$ cat src/rtl/cpu_types_pkg.sv
// -----------------------------------------------------------------------------
// cpu_types_pkg
// Types shared by the caches, the RAM model and the memory-side arbiter.
//   word_t      : 32-bit memory word / address
//   ramstate_t  : status reported by the single-port RAM
//   arb_state_t : arbiter FSM state, exported so benches can probe by name
// -----------------------------------------------------------------------------
package cpu_types_pkg;

  typedef logic [31:0] word_t;

  typedef enum logic [1:0] {
    FREE,
    BUSY,
    ACCESS,
    ERROR
  } ramstate_t;

  typedef enum logic [2:0] {
    IDLE,
    DSERVE,
    ISERVE,
    DDONE,
    IDONE
  } arb_state_t;

endpackage : cpu_types_pkg

$ cat src/rtl/mem_watchdog.sv
// -----------------------------------------------------------------------------
// mem_watchdog
// Counts cycles spent in a serve state and flags expiry on the cycle in which
// the count reaches TIMEOUT-1, so the arbiter can force a completion on the
// TIMEOUT-th serve cycle. The count saturates there. TIMEOUT == 0 disables it.
//   CLK       in  clock, rising edge
//   nRST      in  asynchronous active-low reset
//   i_clear   in  restart the count (asserted on entry to a serve state)
//   i_enable  in  a serve cycle is in progress
//   o_expired out serve cycle budget used up (combinational)
// -----------------------------------------------------------------------------
module mem_watchdog #(
  parameter int unsigned TIMEOUT = 64
) (
  input  logic CLK,
  input  logic nRST,
  input  logic i_clear,
  input  logic i_enable,
  output logic o_expired
);

  // TIMEOUT-1 always fits in clog2(TIMEOUT) bits; keep at least one bit.
  localparam int unsigned CW = (TIMEOUT > 1) ? $clog2(TIMEOUT) : 1;
  localparam logic [CW-1:0] LIMIT = (TIMEOUT > 0) ? CW'(TIMEOUT - 1) : '0;

  logic [CW-1:0] r_count;

  // NOTE: sequential state uses non-blocking assignments so every register
  // samples the pre-edge values of the others, independent of block order.
  always_ff @(posedge CLK or negedge nRST) begin
    if (!nRST) begin
      r_count <= '0;
    end else if (i_clear) begin
      r_count <= '0;
    end else if (i_enable && (TIMEOUT != 0) && (r_count != LIMIT)) begin
      r_count <= r_count + 1'b1;
    end
  end

  assign o_expired = (TIMEOUT != 0) && i_enable && (r_count == LIMIT);

endmodule : mem_watchdog

$ cat src/rtl/cache_mem_arbiter.sv
// -----------------------------------------------------------------------------
// cache_mem_arbiter
// Memory-side responder for the icache/dcache pair. Arbitrates instruction and
// data requests onto one single-port RAM, data side first (a MEM-stage miss
// stalls the whole pipeline). Completion is signalled by a one-cycle low pulse
// on iwait/dwait with the registered load word. A RAM ERROR or a watchdog
// expiry completes the access with ERR_WORD and sets the sticky memerr flag.
//   CLK, nRST                 clock / asynchronous active-low reset
//   iREN, iaddr               icache read request and word address
//   iwait, iload              icache handshake (low one cycle) and read data
//   dREN, dWEN, daddr, dstore dcache read/write request, address, write data
//   dwait, dload              dcache handshake (low one cycle) and read data
//   ramREN, ramWEN            RAM enables (combinational from state + request)
//   ramaddr, ramstore         RAM address and write data
//   ramload, ramstate         RAM read data and status
//   memerr                    sticky error flag, cleared only by reset
// -----------------------------------------------------------------------------
module cache_mem_arbiter
  import cpu_types_pkg::*;
#(
  parameter int unsigned TIMEOUT  = 64,
  parameter word_t       ERR_WORD = 32'hBAD1BAD1
) (
  input  logic      CLK,
  input  logic      nRST,
  input  logic      iREN,
  input  word_t     iaddr,
  output logic      iwait,
  output word_t     iload,
  input  logic      dREN,
  input  logic      dWEN,
  input  word_t     daddr,
  input  word_t     dstore,
  output logic      dwait,
  output word_t     dload,
  output logic      ramREN,
  output logic      ramWEN,
  output word_t     ramaddr,
  output word_t     ramstore,
  input  word_t     ramload,
  input  ramstate_t ramstate,
  output logic      memerr
);

  arb_state_t r_state;
  arb_state_t w_next;
  word_t      r_iload;
  word_t      r_dload;
  logic       r_memerr;

  logic  w_dload_we;
  logic  w_iload_we;
  logic  w_set_err;
  word_t w_load_val;
  logic  w_serving;
  logic  w_enter_serve;
  logic  w_expired;

  assign w_serving     = (r_state == DSERVE) || (r_state == ISERVE);
  assign w_enter_serve = (r_state == IDLE) && ((w_next == DSERVE) || (w_next == ISERVE));

  mem_watchdog #(
    .TIMEOUT (TIMEOUT)
  ) u_watchdog (
    .CLK       (CLK),
    .nRST      (nRST),
    .i_clear   (w_enter_serve),
    .i_enable  (w_serving),
    .o_expired (w_expired)
  );

  // State register plus the registered load words and error flag.
  // NOTE: every register here, including the load data, has a reset value:
  // the caches may sample iload/dload right after reset and must see zero.
  always_ff @(posedge CLK or negedge nRST) begin
    if (!nRST) begin
      r_state  <= IDLE;
      r_iload  <= '0;
      r_dload  <= '0;
      r_memerr <= 1'b0;
    end else begin
      r_state <= w_next;
      if (w_dload_we) r_dload <= w_load_val;
      if (w_iload_we) r_iload <= w_load_val;
      if (w_set_err)  r_memerr <= 1'b1;
    end
  end

  // Next-state and completion decode. A dropped request aborts before any
  // completion is considered; ACCESS wins over a coincident watchdog expiry.
  // NOTE: every output of this block gets a default first, so no path leaves
  // a signal unassigned and no latch is inferred.
  always_comb begin
    w_next     = r_state;
    w_dload_we = 1'b0;
    w_iload_we = 1'b0;
    w_set_err  = 1'b0;
    w_load_val = ramload;
    unique case (r_state)
      IDLE: begin
        if (dREN || dWEN)  w_next = DSERVE;
        else if (iREN)     w_next = ISERVE;
      end
      DSERVE: begin
        if (!(dREN || dWEN)) begin
          w_next = IDLE;
        end else if (ramstate == ACCESS) begin
          w_next     = DDONE;
          w_dload_we = !dWEN;
        end else if ((ramstate == ERROR) || w_expired) begin
          w_next     = DDONE;
          w_dload_we = 1'b1;
          w_set_err  = 1'b1;
          w_load_val = ERR_WORD;
        end
      end
      ISERVE: begin
        if (!iREN) begin
          w_next = IDLE;
        end else if (ramstate == ACCESS) begin
          w_next     = IDONE;
          w_iload_we = 1'b1;
        end else if ((ramstate == ERROR) || w_expired) begin
          w_next     = IDONE;
          w_iload_we = 1'b1;
          w_set_err  = 1'b1;
          w_load_val = ERR_WORD;
        end
      end
      DDONE:   w_next = IDLE;
      IDONE:   w_next = IDLE;
      default: w_next = IDLE;
    endcase
  end

  // RAM drive and handshakes. Enables follow the live request so an abort
  // releases the RAM in the same cycle the cache drops it.
  always_comb begin
    ramREN   = 1'b0;
    ramWEN   = 1'b0;
    ramaddr  = '0;
    ramstore = '0;
    iwait    = 1'b1;
    dwait    = 1'b1;
    unique case (r_state)
      DSERVE: begin
        ramaddr = daddr;
        if (dWEN) begin
          ramWEN   = 1'b1;
          ramstore = dstore;
        end else begin
          ramREN = dREN;
        end
      end
      ISERVE: begin
        ramaddr = iaddr;
        ramREN  = iREN;
      end
      DDONE:   dwait = 1'b0;
      IDONE:   iwait = 1'b0;
      default: ;
    endcase
  end

  assign iload  = r_iload;
  assign dload  = r_dload;
  assign memerr = r_memerr;

endmodule : cache_mem_arbiter

$ cat config.mk
export PLATFORM = sky130hd
export DESIGN_NAME = cache_mem_arbiter
export DESIGN_NICKNAME = d
export VERILOG_FILES = /design/src/rtl/cpu_types_pkg.sv /design/src/rtl/mem_watchdog.sv /design/src/rtl/cache_mem_arbiter.sv
export SDC_FILE = /design/constraint.sdc
export NUM_CORES = 1
export LEC_CHECK = 0
export CAP_MARGIN = 20
export CELL_PAD_IN_SITES_DETAIL_PLACEMENT = 1
export CELL_PAD_IN_SITES_GLOBAL_PLACEMENT = 1
export CORE_MARGIN = 2
export CORE_UTILIZATION = 24
export DETAILED_ROUTE_END_ITERATION = 16
export PLACE_DENSITY = 0.88
export SLEW_MARGIN = 0
export SYNTH_ARGS = -nofsm -noshare
export SYNTH_HDL_FRONTEND = slang
export SYNTH_SLANG_ARGS = --single-unit
$ cat constraint.sdc
create_clock -name CLK -period 2.4 [get_ports CLK]
set_input_delay 0.48 -clock CLK [delete_from_list [all_inputs] [get_ports CLK]]
set_output_delay 0.48 -clock CLK [all_outputs]
set_load 0.02 [all_outputs]
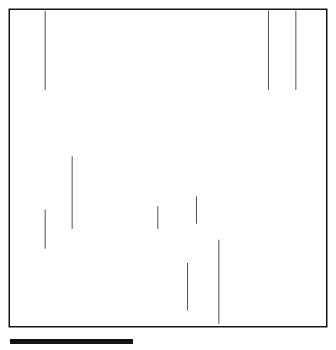
(met4 routing)
Bar = 50 um.
The layer holds 1.2% of the routed length. The layer carries 214 um of wire. The longest straight run is 34.0 um. The wires run mostly vertical. 8 nets have wire on it.

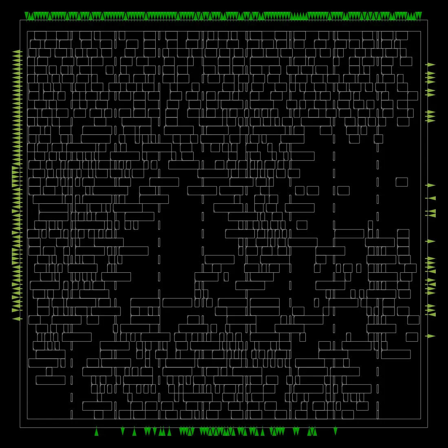
(placement view)
flop share of the area: 26.5%
TAP cells: 188
fin util: 45.9%
seq_cells: 74
Layout Cells excl Fill: 895

==> results.cfg <==
; synthesis and place-and-route metrics
[outcome]
outcome = finished clean

[final_timing]
timing.final.ws_setup_ns = 0.0742
finalCritPeriodShare_pct = 96.9
worst_slew_pin_slew_ns = 0.624
maxSlewViolCount = 0
setup_viol = 0
fin_hold_ws_ns = 0.0891
period_needed_ns = 2.33
slew_headroom_pct = 58.2

[power_and_ir_drop]
p_leak_nw = 3.15

[setup_path]
crit_path_max_fanout = 16
critPathCaptureType = primary output
critPathArrivalTime_ns = 1.85

[placed_design]
place_congestion = 0.794
placedCellCount = 875

[grt]
grt_pass1_wl_um = 27200

[final_layout]
buf_share_pct = 41.2
final_layout_top_logic_cells = clkdlybuf4s50_1, nor2_1, dfrtp_1
drive_above_1_share_pct = 11.3
dominant_cells = non-clock buffers
n_antenna_cell = 0
clk_share_pct = 4.35

[synthesis]
yosysCellCount = 432
syn-mean-instance-area_sq_um = 8.64
ys_area_sq_um = 3730
async_flop_share_pct = 100
synth_flops = 74
ff_type = dfrtp_1
syn_area_sq_um = 3730

[clock_network]
clock_latency_ns = 0.33
clkTransAtPathRegs_ns = 0.06
root_buffer = clkbuf_16

[floorplanning]
ios = 268
rows = 45
core_region_area_sq_um = 15200
fp_util_pct = 24.5
die_x_um = 129

[drt]
vias_per_cell = 4.87
num_vias = 4358
drt-pass1-iter-count = 4
drc = 0
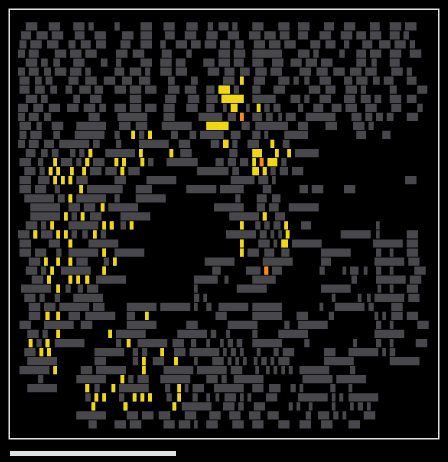
(selected gate families)
Bar = 50 um.
Key: yellow = NOR gates [cells 94]; orange = inverters [cells 3]
Top cell excl fill/tap: clkdlybuf4s50_1
combinational share of cell area: 24.4%

[Yosys cell counts (6+ instances only)]
cell	count	area share (%)
dfrtp_1	74	50
and3_1	34	5.7
o21ai_1	6	0.80
clkbuf_1	23	2.3
a22o_1	32	7.5
nor2_1	85	8.6
a21oi_1	38	5.1
buf_2	6	0.80
nand2_1	64	6.4
o21ai_0	25	3.4
[cell families after synthesis]
group | synth area share, %
and+or+nand+nor | 24.5
muxes | 0.805
buffers and inverters | 5.30
adders and majority gates | 0.335
DFF | 49.6
AOI/OAI and AO/OA | 18.5
xor gates and xnor gates | 0.939
[registers in the layout, indices dropped and copies added (netlist names)]
signal / count
iload: 32
r_state: 3
u_watchdog.r_count: 6
memerr: 1
dload: 32
[path summary, 6_finish.rpt]
check,startpoint,to,slack (ns),cells past startpoint
max in group asynchronous,nRST,u_watchdog.r_count[5]$_DFFE_PN0P_,1.71,2
setup reg to reg,u_watchdog.r_count[0]$_DFFE_PN0P_,iload[22]$_DFFE_PN0P_,0.28,7
min in group CLK,dload[17]$_DFFE_PN0P_,dload[17]$_DFFE_PN0P_,0.48,2
hold reg to reg,dload[17]$_DFFE_PN0P_,dload[17]$_DFFE_PN0P_,0.48,2
setup / recovery,r_state[2]$_DFF_PN0_,ramaddr[8],0.07,6
hold / removal,nRST,dload[28]$_DFFE_PN0P_,0.09,1
[metal layers]
metal  vias up  wire length, um  track usage [%]
met5         -                0                0
met1      2175             8340             28.9
met2       145             8870             34.4
met3        20             1050             5.65
li1       2018                -                -
met4         0              213             4.03
[where the power goes]
part / leakage [nW] / internal [mW] / total (mW) / switching (mW)
sequential: 0.882 / 1.75 / 2.08 / 0.331
clock: 0.149 / 0.835 / 1.38 / 0.543
combinational: 2.12 / 1.65 / 3.52 / 1.88
Power is estimated from default activity; no workload was simulated.
